## config.mk

```make
export PLATFORM = sky130hd
export DESIGN_NAME = prog_loader
export DESIGN_NICKNAME = d
export VERILOG_FILES = /design/src/rtl/prog_loader.sv
export SDC_FILE = /design/constraint.sdc
export NUM_CORES = 1
export LEC_CHECK = 0
export ABC_AREA = 1
export CORE_ASPECT_RATIO = 0.6
export CORE_MARGIN = 2
export CORE_UTILIZATION = 47
export DETAILED_ROUTE_END_ITERATION = 10
export HOLD_SLACK_MARGIN = 0.1
export PLACE_DENSITY = 0.74
export SLEW_MARGIN = 20
export SYNTH_ARGS = -nofsm -noshare
export SYNTH_HDL_FRONTEND = slang
export SYNTH_SLANG_ARGS = --single-unit
```

## constraint.sdc

```tcl
create_clock -name clk -period 1.57 [get_ports clk]
set_clock_uncertainty 0.1 [all_clocks]
set_input_delay 0.2355 -clock clk [delete_from_list [all_inputs] [get_ports clk]]
set_output_delay 0.2355 -clock clk [all_outputs]
set_load 0.005 [all_outputs]
```

## src/rtl/prog_loader.sv

```systemverilog
// prog_loader: boot-time program loader for the pipeline processor.
//
// Accepts a stream of 16-bit instruction words over a valid/ready handshake
// and writes them into instruction memory starting at address 0. Once the
// word marked last has been accepted, the processor is held in reset for
// SETTLE_CYCLES cycles and then released. A reload request (honoured in RUN
// or ERR) re-enters load mode and puts the processor back into reset.
//
// Ports:
//   clk          system clock, rising edge
//   reset        synchronous, active-low reset
//   load_valid   upstream word present on load_data
//   load_data    instruction word
//   load_last    marks load_data as the final word of the image
//   load_ready   loader accepts a word this cycle (depends on state only)
//   reload       single-cycle request to load a new image
//   imem_we      instruction-memory write strobe (registered)
//   imem_addr    instruction-memory write address (registered)
//   imem_wdata   instruction-memory write data (registered)
//   cpu_reset    active-low processor reset
//   done         processor is running a loaded image
//   error        image overflowed the memory
//   word_count   number of words written by the last or current load
module prog_loader #(
    parameter int ADDR_W        = 21,
    parameter int SETTLE_CYCLES = 4
) (
    input  logic              clk,
    input  logic              reset,
    input  logic              load_valid,
    input  logic [15:0]       load_data,
    input  logic              load_last,
    output logic              load_ready,
    input  logic              reload,
    output logic              imem_we,
    output logic [ADDR_W-1:0] imem_addr,
    output logic [15:0]       imem_wdata,
    output logic              cpu_reset,
    output logic              done,
    output logic              error,
    output logic [ADDR_W:0]   word_count
);

    // The settle counter only ever holds values 0..SETTLE_CYCLES-1.
    localparam int CNT_W = (SETTLE_CYCLES > 1) ? $clog2(SETTLE_CYCLES) : 1;

    localparam logic [ADDR_W-1:0] PTR_MAX     = '1;
    localparam logic [ADDR_W:0]   COUNT_MAX   = {1'b1, {ADDR_W{1'b0}}};
    localparam logic [CNT_W-1:0]  SETTLE_INIT = CNT_W'(SETTLE_CYCLES - 1);

    typedef enum logic [1:0] {
        ST_LOAD   = 2'd0,
        ST_SETTLE = 2'd1,
        ST_RUN    = 2'd2,
        ST_ERR    = 2'd3
    } state_t;

    state_t              state_reg;
    state_t              state_next;
    logic [ADDR_W-1:0]   wr_ptr_reg;
    logic [ADDR_W:0]     word_count_reg;
    logic [CNT_W-1:0]    settle_cnt_reg;
    logic                imem_we_reg;
    logic [ADDR_W-1:0]   imem_addr_reg;
    logic [15:0]         imem_wdata_reg;
    logic                xfer;
    logic                restart;

    assign xfer    = load_valid && load_ready;
    assign restart = reload && (state_reg == ST_RUN || state_reg == ST_ERR);

    // State register.
    always_ff @(posedge clk) begin
        if (!reset) begin
            state_reg <= ST_LOAD;
        end else begin
            state_reg <= state_next;
        end
    end

    // Next-state logic.
    always_comb begin
        state_next = state_reg;
        case (state_reg)
            ST_LOAD: begin
                if (xfer) begin
                    // A last word written into the top address still counts
                    // as a complete image; only a non-last one overflows.
                    if (load_last) begin
                        state_next = ST_SETTLE;
                    end else if (wr_ptr_reg == PTR_MAX) begin
                        state_next = ST_ERR;
                    end
                end
            end
            ST_SETTLE: begin
                if (settle_cnt_reg == '0) begin
                    state_next = ST_RUN;
                end
            end
            ST_RUN, ST_ERR: begin
                if (reload) begin
                    state_next = ST_LOAD;
                end
            end
            default: state_next = ST_LOAD;
        endcase
    end

    // Outputs decoded from the registered state only, so load_ready has no
    // combinational dependence on load_valid.
    always_comb begin
        load_ready = (state_reg == ST_LOAD);
        cpu_reset  = (state_reg == ST_RUN);
        done       = (state_reg == ST_RUN);
        error      = (state_reg == ST_ERR);
    end

    // Write pointer, counters and registered memory write port.
    always_ff @(posedge clk) begin
        if (!reset) begin
            wr_ptr_reg     <= '0;
            word_count_reg <= '0;
            settle_cnt_reg <= '0;
            imem_we_reg    <= 1'b0;
            imem_addr_reg  <= '0;
            imem_wdata_reg <= '0;
        end else begin
            imem_we_reg <= xfer;
            if (xfer) begin
                imem_addr_reg  <= wr_ptr_reg;
                imem_wdata_reg <= load_data;
                // Pointer parks at the top address instead of wrapping.
                if (wr_ptr_reg != PTR_MAX) begin
                    wr_ptr_reg <= wr_ptr_reg + 1'b1;
                end
                if (word_count_reg != COUNT_MAX) begin
                    word_count_reg <= word_count_reg + 1'b1;
                end
            end

            if (xfer && load_last) begin
                settle_cnt_reg <= SETTLE_INIT;
            end else if (state_reg == ST_SETTLE && settle_cnt_reg != '0) begin
                settle_cnt_reg <= settle_cnt_reg - 1'b1;
            end

            if (restart) begin
                wr_ptr_reg     <= '0;
                word_count_reg <= '0;
            end
        end
    end

    assign imem_we    = imem_we_reg;
    assign imem_addr  = imem_addr_reg;
    assign imem_wdata = imem_wdata_reg;
    assign word_count = word_count_reg;

endmodule

```

run_1/layers.png
Bar = 50 um. Two of the layers only.
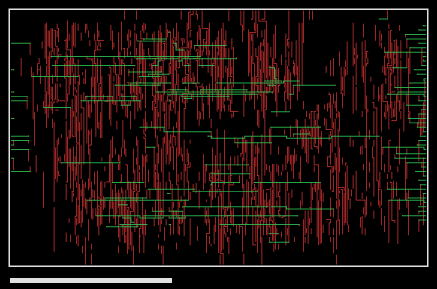
red -> M2  # wire length 5880 um
green -> M3  # wire length 1120 um

run_1/util_map.png
The die is cut into 13 by 8 equal tiles; black is low, pale yellow is high, 0 to 100% covered.
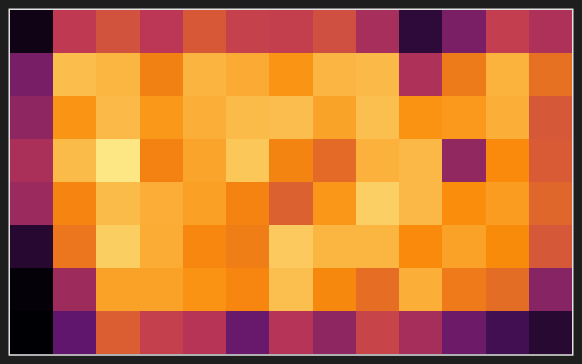
fullest tile = 95%
nearly empty tiles = 1.9%
tiles over 75% full = 42%

==> job_summary.md, run 1 <==
### Yosys + OpenROAD results

| Metric | Value |
|---|---|
| Status | `finished with violations` |
| Failing checks | `negative setup slack` |
| Fin area | `0.00660 mm2` |
| R2R setup slack | `-0.01 ns` |
| Detailed placer's ending HPWL | `9680 um` |
| GR Overflow Total | `0` |
| Max Fclk | `632 MHz` |
| Largest net degree at the start of global routing | `28` |
| CTS root buf | `clkbuf_16` |
| Setup_tns | `-0.0131 ns` |
| Number of buffers added on ports | `84` |
| Max reg flops | `22` |
| Row Count | `27` |
| Area of placed instances | `0.00583 mm2` |
| Unrepaired setup endpoints after global routing | `true` |
| Final Cycle Share | `1.01` |
| Yosys Chip Area | `0.00436 mm2` |
| Worst vdd ir | `682 uV` |
| WP data arrival | `1.75 ns` |
| GRT Max-Usage Layer | `met1` |
| PnR worst setup slack | `-0.0131 ns` |
| Drc violations | `0` |
| Vias | `4786` |
| Ys cells | `643` |
| Routing usage on met2 | `0.394` |
| Core Util, Final | `0.727` |
| Setup-failing EPs final | `1` |
| Hold Path Stages | `2` |
| Post-DRT Antenna Nets | `0` |
| CP cell instances | `inv_1 > ha_1 > nand2_1 > nor2_2 > nand3_2 > nand2_4 > buf_6 > nand2_1 > a21oi_2` |
| Top Layout Cells | `158 x nand2_1, 98 x nor2_1, 59 x buf_4, 59 x dfxtp_1, 53 x clkdlybuf4s50_1` |
| Hold Crit Start | `wr_ptr_reg[4]` |
run_1/class_map.png
Bar = 50 um. Fill, decap, tap and diode cells in gray.
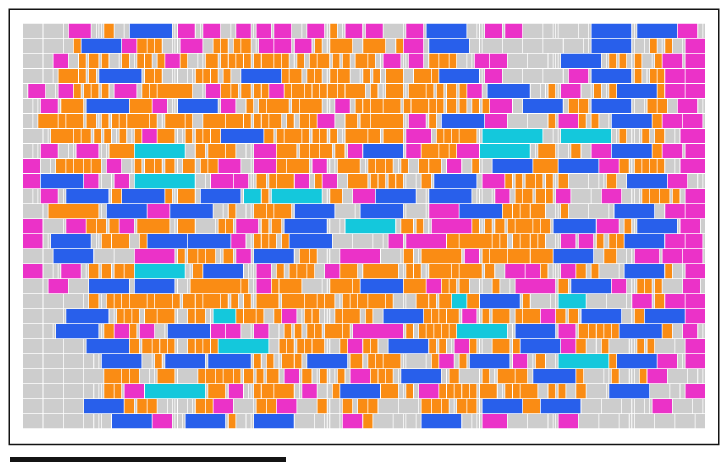
blue -> registers  # cells 85, share of their area 27%
magenta -> remaining buffers and delay cells  # cells 166, share of their area 25%
orange -> remaining logic cells  # cells 532, share of their area 43%
cyan -> clock drivers and dummy loads  # cells 16, share of their area 5.5%

==> run 1: metrics by stage <==
| stage | power (mW) | hold WS, ns |
|---|---|---|
| after floorplan | 4.00 | 0.274 |
| after global placement | 5.23 | 0.361 |
| after detailed placement | 5.29 | 0.374 |
| after CTS | 7.85 | 0.388 |
| after global routing | 8.49 | 0.394 |
| final | 8.06 | 0.375 |
==> run 1: tightest hold or removal path, cell delays in order (launching register included) <==
cell and delay, ns:
dfxtp_2 0.33, inv_1 0.05, a21oi_1 0.05
==> run 1: worst max path at each step <==
stage | from | end | slack [ns] | cells past startpoint
2_1_floorplan | wr_ptr_reg[1] | wr_ptr_reg[15] | 0.005 | 9
3_3_place_gp | reload | word_count[1] | -0.08 | 7
3_5_place_dp | load_valid | word_count[9] | -0.12 | 7
4_1_cts | word_count[6] | word_count[17] | 0.0005 | 9
5_1_grt | word_count[0] | word_count[8] | -0.07 | 9
6_report | word_count[0] | word_count[8] | -0.01 | 9
==> run 1: layer usage <==
metal	part of all wire	wire length, um
met5	0	0
met4	0.011	155
met3	0.082	1120
met2	0.43	5880
met1	0.48	6550
==> run 1: cell usage after synthesis <==
cell | n | area (um2)
nor2_2 | 4 | 25.0
inv_4 | 1 | 6.26
nand2_1 | 164 | 616
o21ai_0 | 49 | 245
nand2_2 | 7 | 43.8
inv_2 | 3 | 11.3
nand4_1 | 5 | 31.3
buf_12 | 1 | 20.0
buf_6 | 1 | 11.3
nand3_2 | 1 | 10.0
xor2_1 | 17 | 149
nor2_1 | 121 | 454
ha_1 | 4 | 50.1
inv_1 | 45 | 169
buf_1 | 1 | 3.75
buf_4 | 6 | 45.0
a21oi_1 | 49 | 245
nand2_8 | 1 | 20.0
nand3b_1 | 1 | 7.51
xnor2_1 | 5 | 43.8
nand3_4 | 1 | 17.5
dfxtp_1 | 85 | 1700
clkbuf_1 | 9 | 33.8
a21oi_2 | 11 | 96.3
nand2_4 | 1 | 11.3
clkinv_4 | 1 | 8.76
nor3_1 | 3 | 15.0
nand3_1 | 32 | 160
buf_2 | 8 | 40.0
nor2_4 | 6 | 67.6
==> run 1: cell families after synthesis <==
group,Yosys count,share of synthesized area
compound gates,109,0.135
xor+xnor,22,0.0442
fa+ha+maj,4,0.0115
buf+inv,76,0.0801
flops,85,0.390
simple gates,347,0.339
==> run 1: power breakdown <==
group	leakage (nW)	internal [mW]	switching, mW
registers	0.706	2.53	0.209
logic	1.80	1.38	1.41
clock network	0.171	1.61	0.916
total	2.68	5.53	2.53
==> run 1: area by class of cell <==
cell class	instances	area, um2
Sequential cell	85	1730
Multi-Input combinational cell	482	2580
Tap cell	116	145
Clock buffer	10	239
Inverter	50	198
Clock inverter	6	118
Timing Repair Buffer	166	1590
Fill cell	720	2480
==> run 1: repair_timing <==
item	CTS	global route
gates resized	62	86
gates cloned	0	2
setup buffers	1	5
hold buffers	0	0
pin swaps	3	25
endpoints found under the setup margin	41	69
run_1/congestion_map.png
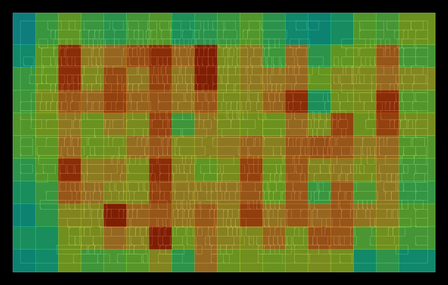

## Run 2: what changed since run 1
--- a/config.mk
+++ b/config.mk
@@ -12,6 +12,7 @@
 export DETAILED_ROUTE_END_ITERATION = 10
 export HOLD_SLACK_MARGIN = 0.1
 export PLACE_DENSITY = 0.74
+export SKIP_CTS_REPAIR_TIMING = 1
 export SLEW_MARGIN = 20
 export SYNTH_ARGS = -nofsm -noshare
 export SYNTH_HDL_FRONTEND = slang
run_2/congestion_map.png
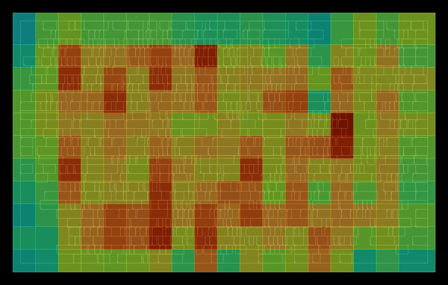
WL/cell: 15.5 um
routing usage on met2: 0.389
GRT Max-Usage Layer: met1
GRT Overall Usage: 0.267
met1 Track Usage GR: 0.400

==> run 2 against run 1 <==
The flow still finishes with violations (negative setup slack). Sequential cell count did not move. Critical path depth did not move. Setup slack got worse by 0.046 ns. Sequential power barely moved. Clock power barely moved. Total power rose by 2.1%. Critical path type unchanged.
==> job_summary.md, run 2 <==
### Yosys + OpenROAD results

| Metric | Value |
|---|---|
| Row Count | `27` |
| Status | `finished with violations` |
| Max Fclk | `614 MHz` |
| CTS root buf | `clkbuf_16` |
| Number of buffers added on ports | `84` |
| Setup-failing EPs final | `15` |
| Top-area cell share | `0.390` |
| Synth top cell by count | `nand2_1` |
| Drc violations | `0` |
| GR Overflow Total | `0` |
| Ys cells | `643` |
| Fin area | `0.00688 mm2` |
| Fill cells | `651` |
| Failing checks | `negative setup slack` |
| Hold WS | `0.372 ns` |
| Commonest cells in the netlist | `164 x nand2_1, 121 x nor2_1, 85 x dfxtp_1, 49 x a21oi_1, 49 x o21ai_0` |
| CP cell instances | `ha_4 > inv_4 > nor2_4 > nand2_4 > nor2_4 > a21oi_4 > clkbuf_16 > nand2_4 > a21oi_2` |
| WP data arrival | `1.80 ns` |
| PnR worst setup slack | `-0.0594 ns` |
| Seq. cell area | `0.00175 mm2` |
| Final Cycle Share | `1.04` |
| Total power | `8.23 mW` |
| Max reg flops | `22` |
==> run 2: cell counts after synthesis <==
No cell type changed its count.
==> run 2: metal layers <==
metal  up-vias  global-route usage
met5         -                   0
met4         0              0.0626
met3        21              0.0579
met2       229               0.389
met1      2255               0.400
li1       2365                   -
==> run 2: cells by family (layout without fill, tap and decap cells) <==
logic type	after synthesis	after routing	synth area share
xor gates and xnor gates	22	22	0.0442
buffers and inverters	76	239	0.0801
AOI/OAI and AO/OA	109	109	0.135
and+or+nand+nor	347	347	0.339
adders and majority gates	4	4	0.0115
DFF	85	85	0.390
==> run 2: final timing paths <==
| kind | startpoint | end | cells after the start |
|---|---|---|---|
| worst max register to register | wr_ptr_reg[0] | wr_ptr_reg[3] | 9 |
| worst min register to register | wr_ptr_reg[4] | imem_addr[4] | 2 |
| worst min-delay path | wr_ptr_reg[4] | imem_addr[4] | 2 |
| worst max-delay path | wr_ptr_reg[0] | wr_ptr_reg[3] | 9 |
==> run 2: metrics by stage <==
| step | TNS [ns] | instances |
|---|---|---|
| floorplan | 0 | 643 |
| global placement | -1.45 | 892 |
| detailed placement | -2.87 | 892 |
| CTS | -3.67 | 908 |
| global route | -2.19 | 922 |
| finish | -0.589 | 922 |
==> run 2: layout make-up <==
| class | instances | share of cell area |
|---|---|---|
| repair buffers | 173 | 0.257 |
| clock inverters | 6 | 0.0171 |
| flip-flops and latches | 85 | 0.254 |
| well taps | 116 | 0.0211 |
| inverters | 50 | 0.0291 |
| clock buffers | 10 | 0.0348 |
| multi-input cells | 482 | 0.387 |
==> run 2: tightest hold or removal path, stage by stage (launching register included) <==
cell and delay [ns]:
dfxtp_2 0.33, inv_1 0.05, a21oi_1 0.05
==> run 2: where the power goes <==
group          switching [mW]  total [mW]  internal [mW]
Sequential              0.210        2.74           2.53
Combinational            1.49        2.95           1.47
Clock                   0.923        2.54           1.62
Power is estimated from default activity; no workload was simulated.
